--- src/rtl/sorted_block_merger.sv ---
// Two-way merge of two sorted BLK-element signed blocks into one
// 2*BLK-element ascending run, streamed one element per cycle.
module sorted_block_merger #(
    parameter int N   = 7,
    parameter int BLK = 8
) (
    input  logic                clk,
    input  logic                rst,
    input  logic                in_valid,
    output logic                in_ready,
    input  logic [BLK*N-1:0]    in_data,
    output logic                out_valid,
    input  logic                out_ready,
    output logic signed [N-1:0] out_data,
    output logic                out_last
);

    localparam int AW = (BLK > 1) ? $clog2(BLK) : 1;
    localparam int PW = $clog2(BLK + 1);
    localparam int CW = $clog2(2 * BLK);
    localparam logic [PW-1:0] PEND  = PW'(BLK);
    localparam logic [CW-1:0] CLAST = CW'(2 * BLK - 1);

    typedef enum logic [1:0] {LOAD_A, LOAD_B, MERGE} state_e;

    state_e              state_q;
    logic signed [N-1:0] bufa_q [BLK];
    logic signed [N-1:0] bufb_q [BLK];
    logic [PW-1:0]       ia_q, ia_d;
    logic [PW-1:0]       ib_q, ib_d;
    logic [CW-1:0]       cnt_q, cnt_d;
    logic                in_ready_q;
    logic                out_valid_q;
    logic signed [N-1:0] head_a, head_b;
    logic                take_a;

    // Ties resolve toward A so equal keys keep A-before-B order
    always_comb begin
        head_a = bufa_q[ia_q[AW-1:0]];
        head_b = bufb_q[ib_q[AW-1:0]];
        take_a = (ia_q != PEND) && ((ib_q == PEND) || (head_a <= head_b));
        ia_d   = ia_q + PW'(take_a);
        ib_d   = ib_q + PW'(!take_a);
        cnt_d  = cnt_q + 1'b1;
    end

    assign in_ready  = in_ready_q;
    assign out_valid = out_valid_q;
    assign out_data  = out_valid_q ? (take_a ? head_a : head_b) : '0;
    assign out_last  = out_valid_q && (cnt_q == CLAST);

    always_ff @(posedge clk) begin
        if (rst) begin
            state_q     <= LOAD_A;
            ia_q        <= '0;
            ib_q        <= '0;
            cnt_q       <= '0;
            in_ready_q  <= 1'b1;
            out_valid_q <= 1'b0;
            for (int i = 0; i < BLK; i++) begin
                bufa_q[i] <= '0;
                bufb_q[i] <= '0;
            end
        end else begin
            unique case (state_q)
                LOAD_A: begin
                    if (in_valid) begin
                        for (int i = 0; i < BLK; i++)
                            bufa_q[i] <= in_data[i*N +: N];
                        state_q <= LOAD_B;
                    end
                end
                LOAD_B: begin
                    if (in_valid) begin
                        for (int i = 0; i < BLK; i++)
                            bufb_q[i] <= in_data[i*N +: N];
                        ia_q        <= '0;
                        ib_q        <= '0;
                        cnt_q       <= '0;
                        in_ready_q  <= 1'b0;
                        out_valid_q <= 1'b1;
                        state_q     <= MERGE;
                    end
                end
                MERGE: begin
                    if (out_ready) begin
                        ia_q  <= ia_d;
                        ib_q  <= ib_d;
                        cnt_q <= cnt_d;
                        if (cnt_q == CLAST) begin
                            in_ready_q  <= 1'b1;
                            out_valid_q <= 1'b0;
                            state_q     <= LOAD_A;
                        end
                    end
                end
                default: state_q <= LOAD_A;
            endcase
        end
    end

endmodule

--- config.mk ---
export PLATFORM = sky130hd
export DESIGN_NAME = sorted_block_merger
export DESIGN_NICKNAME = d
export VERILOG_FILES = /design/src/rtl/sorted_block_merger.sv
export SDC_FILE = /design/constraint.sdc
export NUM_CORES = 1
export LEC_CHECK = 0
export CAP_MARGIN = 0
export CORE_MARGIN = 1.5
export CORE_UTILIZATION = 56
export CTS_CLUSTER_DIAMETER = 80
export CTS_CLUSTER_SIZE = 20
export DETAILED_ROUTE_END_ITERATION = 7
export PLACE_DENSITY = 0.8
export SLEW_MARGIN = 20
export SYNTH_ARGS = -nofsm -noshare
export SYNTH_HDL_FRONTEND = slang
export SYNTH_SLANG_ARGS = --single-unit
--- constraint.sdc ---
create_clock -name clk -period 4.37 [get_ports clk]
set_clock_uncertainty 0.2 [all_clocks]
set_input_delay 0.874 -clock clk [delete_from_list [all_inputs] [get_ports clk]]
set_output_delay 0.874 -clock clk [all_outputs]
set_load 0.01 [all_outputs]
Run 1, track usage over the die:
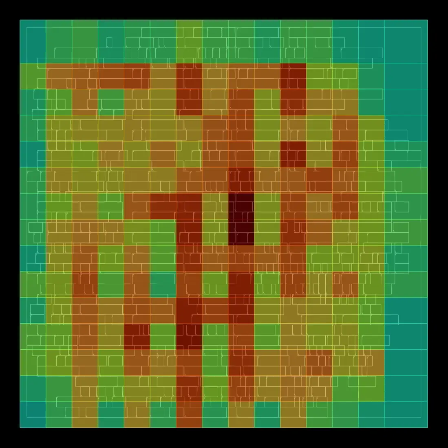
GRT Total Usage: 24.87%
drt wl/cell: 19.99 um
GR met2 Demand/Resource: 40.55%

Run 1, signal wires by layer:
Two of the layers only.
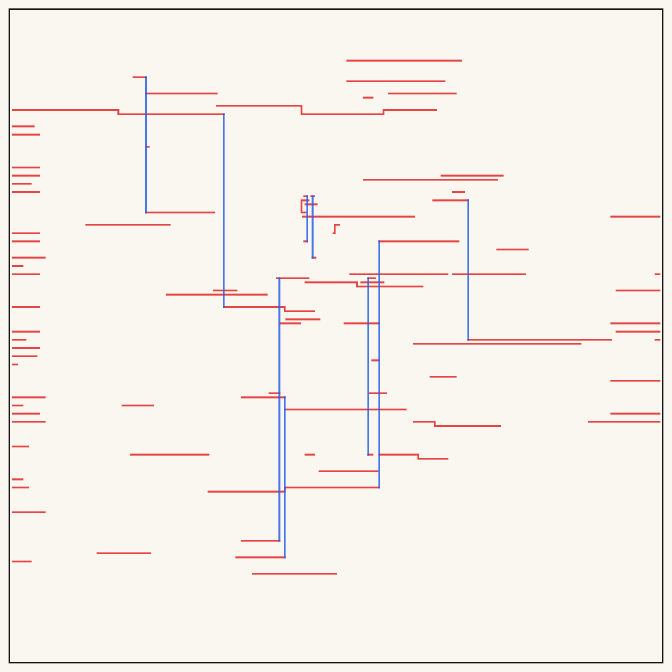
blue -> M4  # wire length 235 um
red -> M3  # wire length 719 um
Via Count: 3850
DRT Wirelength: 13540 um

==> impl_metrics.env, run 1 <==
# flow metrics
export IMPL_period_minus_slack_ns=4.373
export IMPL_ios=70
export IMPL_rsz0062_at_grt="true"
export IMPL_diodes=0
export IMPL_grt_met1_usage_pct=33.47
export IMPL_cts_hold_repair_buffers=0
export IMPL_dpl_cell_count=639
export IMPL_first_global_vias=3903
export IMPL_min_path_type="reg2reg"
export IMPL_vdd_ir_drop_worst_v=0.0002365
export IMPL_synth_area_um2=6177
export IMPL_finalSetupTns_ns=-0.002501
export IMPL_synthesis_nets=506
export IMPL_top_cell="edfxtp_1"
export IMPL_fin_cells=677
export IMPL_cts_root_buf="clkbuf_8"
export IMPL_warning_count=27
export IMPL_combinationalPowerShare_pct=10.7
export IMPL_critPathMaxStageDelay_ns=0.50
export IMPL_ys_sh_aoi_pct=3.464
export IMPL_crit_cells=11
export IMPL_clk_latency_ns=0.51
export IMPL_mux_share_pct=13.33
export IMPL_cts_tree="built"
export IMPL_cts_post_setup_buffers_inserted=4
export IMPL_viasPerCell=5.687
export IMPL_cts_clk_slew_worst_paths_ns=0.06
export IMPL_post_route_cell_area_um2=7714
export IMPL_grt_ovfl_total=0
export IMPL_top_cells_by_count="edfxtp_1, and2_1, dfxtp_1"
export IMPL_cp_common_cell="buf_6"
export IMPL_clkPwrFrac_pct=41.1
export IMPL_outcome="finished, violations left"
export IMPL_clk_path_buf_depth=2
export IMPL_die_y_um=108.0
export IMPL_cp_cell_sequence="buf_6 > mux4_2 > mux2_4 > ha_4 > nand4_1 > a21oi_2 > a2bb2oi_2 > buf_4 > buf_6 > mux2i_2 > buf_2"
export IMPL_p_seq_share_pct=48.2
export IMPL_period_used_pct=100.1
export IMPL_crit_required_ns=3.30
export IMPL_fp_utilization_pct=57.23
export IMPL_wl_met3_um=718
export IMPL_switchingPower_uw=705.4
export IMPL_hpwl_um=8896
export IMPL_placeableCoreArea_um2=10790
export IMPL_netlist_area_leader_share_pct=54.45
export IMPL_timing_final_ws_setup_ns=-0.002501
export IMPL_holdWs_ns=0.2558
export IMPL_final_nets=596
export IMPL_yosysCellCount=434
export IMPL_antenna_found_initial=0
export IMPL_detailed_place_area_um2=7079
export IMPL_path_max_fanout=4
export IMPL_yosys_area_top_type="edfxtp_1"
export IMPL_ff_type="edfxtp_1"
export IMPL_dr_max_layer_used="met4"
export IMPL_critPathKind="reg2out"
export IMPL_logic_area_um2=2306
export IMPL_power_leakage_nw=2.917
export IMPL_setup_violations=1
export IMPL_syn_to_final_growth_pct=24.87
export IMPL_violations="negative setup slack"
Run 1, M3 wires:
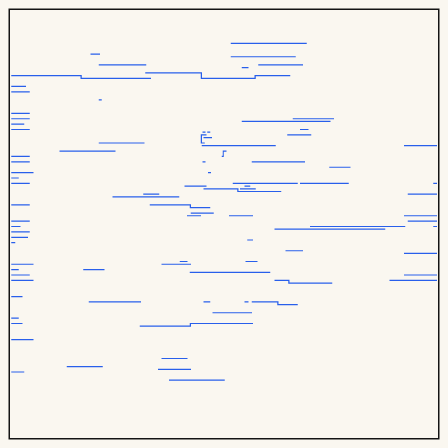
share of all routed wire = 5.3%
wire length on this layer = 719 um
M3 GR Usage: 5.726%

-- run 1: area by class of cell --
type | instances | share of cell area [%]
clock inverters | 13 | 1.476
multi-input cells | 274 | 29.89
repair buffers | 92 | 11.26
inverters | 5 | 0.2433
well taps | 140 | 2.271
flip-flops and latches | 134 | 49.39
clock buffers | 19 | 5.466
-- run 1: final timing paths --
check	from	end	slack, ns
setup / recovery	register	out_data[6]	-0.003
hold / removal	in_ready$_SDFFE_PP1P_	in_ready$_SDFFE_PP1P_	0.26
setup reg to reg	register	register	0.78
hold reg to reg	in_ready$_SDFFE_PP1P_	in_ready$_SDFFE_PP1P_	0.26
-- run 1: power by group through the flow --
stage          registers, mW  logic, mW  clock network [mW]
2_1_floorplan           1.54      0.169                   0
5_1_grt                 1.54      0.366                1.36
6_report                1.53      0.340                1.30
4_1_cts                 1.53      0.334                1.31
3_5_place_dp            1.55      0.303                   0
3_3_place_gp            1.55      0.296                   0
-- run 1: cells by family after synthesis --
kind of cell,after synthesis
DFF,134
muxes,55
buffers and inverters,26
xor gates and xnor gates,7
AOI/OAI and AO/OA,34
adders and majority gates,12
and+or+nand+nor,166
-- run 1: sequential cells by signal (all words and copies together), names as in the netlist, named ones only --
signal / cells
bufa_q: 56
bufb_q: 56
cnt_q: 4
ia_q: 4
ib_q: 4
in_ready: 1
out_valid: 1
state_q: 2
-- run 1: stage by stage --
stage          power (mW)  worst slack, ns  utilization [%]
2_1_floorplan       1.707           0.7785                -
3_3_place_gp        1.841           0.1111            65.59
3_5_place_dp        1.855        -0.003507            65.59
4_1_cts             3.170         0.003930            71.42
5_1_grt             3.266          -0.1290            71.47
6_report            3.169        -0.002501            71.47
Run 1, pin placement:
Pins as bars across the die edge, other pins in gray.
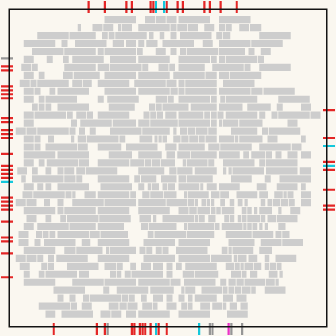

==> run 2: changes to the inputs <==
--- a/config.mk
+++ b/config.mk
@@ -7,11 +7,12 @@
 export LEC_CHECK = 0
 export CAP_MARGIN = 0
 export CORE_MARGIN = 1.5
-export CORE_UTILIZATION = 56
+export CORE_UTILIZATION = 35
 export CTS_CLUSTER_DIAMETER = 80
 export CTS_CLUSTER_SIZE = 20
 export DETAILED_ROUTE_END_ITERATION = 7
-export PLACE_DENSITY = 0.8
+export MAX_ROUTING_LAYER = met4
+export PLACE_DENSITY_LB_ADDON = 0.3
 export SLEW_MARGIN = 20
 export SYNTH_ARGS = -nofsm -noshare
 export SYNTH_HDL_FRONTEND = slang
Run 2, pin placement:
Pins as bars across the die edge, other pins in gray.
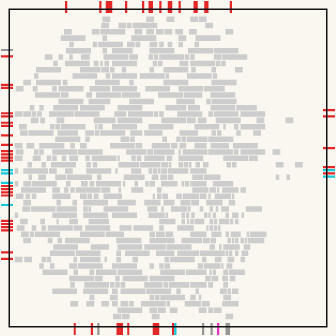
magenta -> `out_last`  # pins 1, direction output, edge bottom
red -> `in_data`  # pins 56, direction input, edge 23 left, 18 top, 10 bottom, 5 right
cyan -> `out_data`  # pins 7, direction output, edge 4 left, 2 right, 1 bottom
die width: 135.9 um
die height: 135.9 um
IO Port Bufs: 69

==> run 2 against run 1 <==
  * The flow now finishes without violations
  * Hold slack lost 0.0073 ns
  * Critical path type unchanged
  * Non-clock buffer count fell by 4
  * Via count fell by 3.2%
  * Clock power increased by 7%
  * Final cell count grew 12%
==> impl_metrics.env, run 2 <==
# flow metrics
export IMPL_power_leakage_nw=2.907
export IMPL_reg2reg_slack_ns=0.89
export IMPL_gp_congestion=0.8029
export IMPL_min_from="in_ready$_SDFFE_PP1P_"
export IMPL_outcome="finished, final reports clean"
export IMPL_hold_end="in_ready$_SDFFE_PP1P_"
export IMPL_drc=0
export IMPL_num_vias=3728
export IMPL_synth_area_um2=6177
export IMPL_taps=225
export IMPL_period_minus_slack_ns=4.256
export IMPL_cts_root_buf="clkbuf_16"
export IMPL_viasPerCell=4.918
export IMPL_clk_path_buf_depth=2
export IMPL_first_global_vias=3786
export IMPL_critPathMaxStageDelay_ns=0.49
export IMPL_lay_top_count="edfxtp_1"
export IMPL_hpwl_um=9277
export IMPL_detailed_place_area_um2=7191
export IMPL_cts_hold_repair_buffers=0
export IMPL_n_clock_buffer=19
export IMPL_netlist_area_leader_share_pct=54.45
export IMPL_grt_total_usage_pct=16.35
export IMPL_warning_count=27
export IMPL_syn_to_final_growth_pct=27.26
export IMPL_largestRegisters="bufa_q (56), bufb_q (56)"
export IMPL_clk_share_pct=7.258
export IMPL_inv_count=5
export IMPL_top_cell="edfxtp_1"
export IMPL_cts_tree="built"
export IMPL_cts_post_setup_buffers_inserted=1
export IMPL_cts_clk_slew_worst_paths_ns=0.06
export IMPL_cp_cell_sequence="clkbuf_16 > mux4_2 > mux2_4 > ha_1 > nand4_1 > o221ai_1 > a2bb2oi_1 > buf_4 > buf_12 > mux2i_2 > buf_2"
export IMPL_yosys_area_um2=6177
export IMPL_finalMaxSlewViolations=0
export IMPL_largest_class="registers"
export IMPL_grt_ovfl_total=0
export IMPL_wl_um=13820
export IMPL_multi_input_comb_cells=274
export IMPL_clk_latency_ns=0.42
export IMPL_critPathKind="reg2out"
export IMPL_diodes=0
export IMPL_final_nonclk_buf_share_pct=10.85
export IMPL_seq_cell_count=134
export IMPL_ff_type="edfxtp_1"
export IMPL_vdd_ir_drop_worst_v=0.0002564
export IMPL_min_path_type="reg2reg"
export IMPL_sh_seq_area_pct=48.43
export IMPL_fp_utilization_pct=35.71
export IMPL_ios=70
export IMPL_cp_arrival_ns=3.18
export IMPL_setup_violations=0
export IMPL_yosys_area_top_type="edfxtp_1"
export IMPL_finalCoreUtilization_pct=45.45
export IMPL_drive_gt1_share_pct=19.51
export IMPL_period_used_pct=97.38
export IMPL_rsz0062_at_grt="true"
export IMPL_path_max_fanout=6
export IMPL_yosysCellCount=434
export IMPL_hold_viol=0
export IMPL_wl_per_cell_um=18.23
export IMPL_post_route_cell_area_um2=7861
export IMPL_antenna_found_initial=0
export IMPL_final_nets=592
export IMPL_synthesis_nets=506
export IMPL_top_cells_by_count="edfxtp_1, and2_1, dfxtp_1"
export IMPL_area_leaders="edfxtp_1, and2_1, dfxtp_1, mux4_1, mux2_2"
export IMPL_grt_max_degree=45
export IMPL_crit_required_ns=3.30
export IMPL_drt_pass1_iterations=4
export IMPL_placeableCoreArea_um2=17300
export IMPL_logic_area_um2=2330
export IMPL_nNonClkBuffers=88
export IMPL_postSynthCellCount=434
export IMPL_comb_area_share_pct=29.64
[run 2: cell counts after synthesis]
No cell type changed its count.
[run 2: worst max-delay path, delay by kind of cell (launching register included)]
family          cells  cell delay (ns)
buf+inv             4             0.66
mux                 3             0.99
fa+ha+maj           1             0.30
compound gates      2             0.30
simple gates        1             0.13
flops               1             0.38
[run 2: metrics by stage]
stage / instances / hold WS, ns / total power, mW / TNS, ns / worst slack, ns
after global routing: 758 / 0.2827 / 3.360 / -0.05083 / -0.03689
after detailed placement: 723 / 0.2454 / 1.860 / 0 / 0.03604
after CTS: 756 / 0.2541 / 3.258 / 0 / 0.005092
after floorplan: 434 / 0.2492 / 1.707 / 0 / 0.7785
after global placement: 723 / 0.2334 / 1.854 / 0 / 0.06230
final: 758 / 0.2484 / 3.259 / 0 / 0.1143
[run 2: where the power goes]
part	switching, mW	internal (mW)	total [mW]
sequential	0.0329	1.49	1.53
clock	0.513	0.882	1.39
combinational	0.162	0.175	0.337
[run 2: kinds of logic after synthesis]
logic type / after synthesis / synth area share [%]
flip-flops: 134 / 61.58
AND-OR/OR-AND: 34 / 3.464
multiplexers: 55 / 13.33
XOR/XNOR: 7 / 0.9925
AND/OR/NAND/NOR: 166 / 15.90
buffers and inverters: 26 / 2.309
adder cells (fa/ha/maj): 12 / 2.431
[run 2: layer usage]
metal,global-route usage (%),up-vias,share of wire [%],wire length (um)
met1,20.17,1846,46,6349
met3,4.735,21,4.2,586
met4,5.437,0,1.5,212
li1,-,1768,-,-
met5,-,-,0,0
met2,25.89,93,48,6667
[run 2: how the worst max path moves through the flow]
stage	start	end	depth (start not counted)
after CTS	register	out_data[6]	10
after floorplan	register	out_data[0]	10
after global placement	register	out_data[5]	10
after global routing	register	out_data[3]	11
after detailed placement	register	out_data[1]	11
final	register	out_data[3]	11
Power and IR drop assume default switching activity.
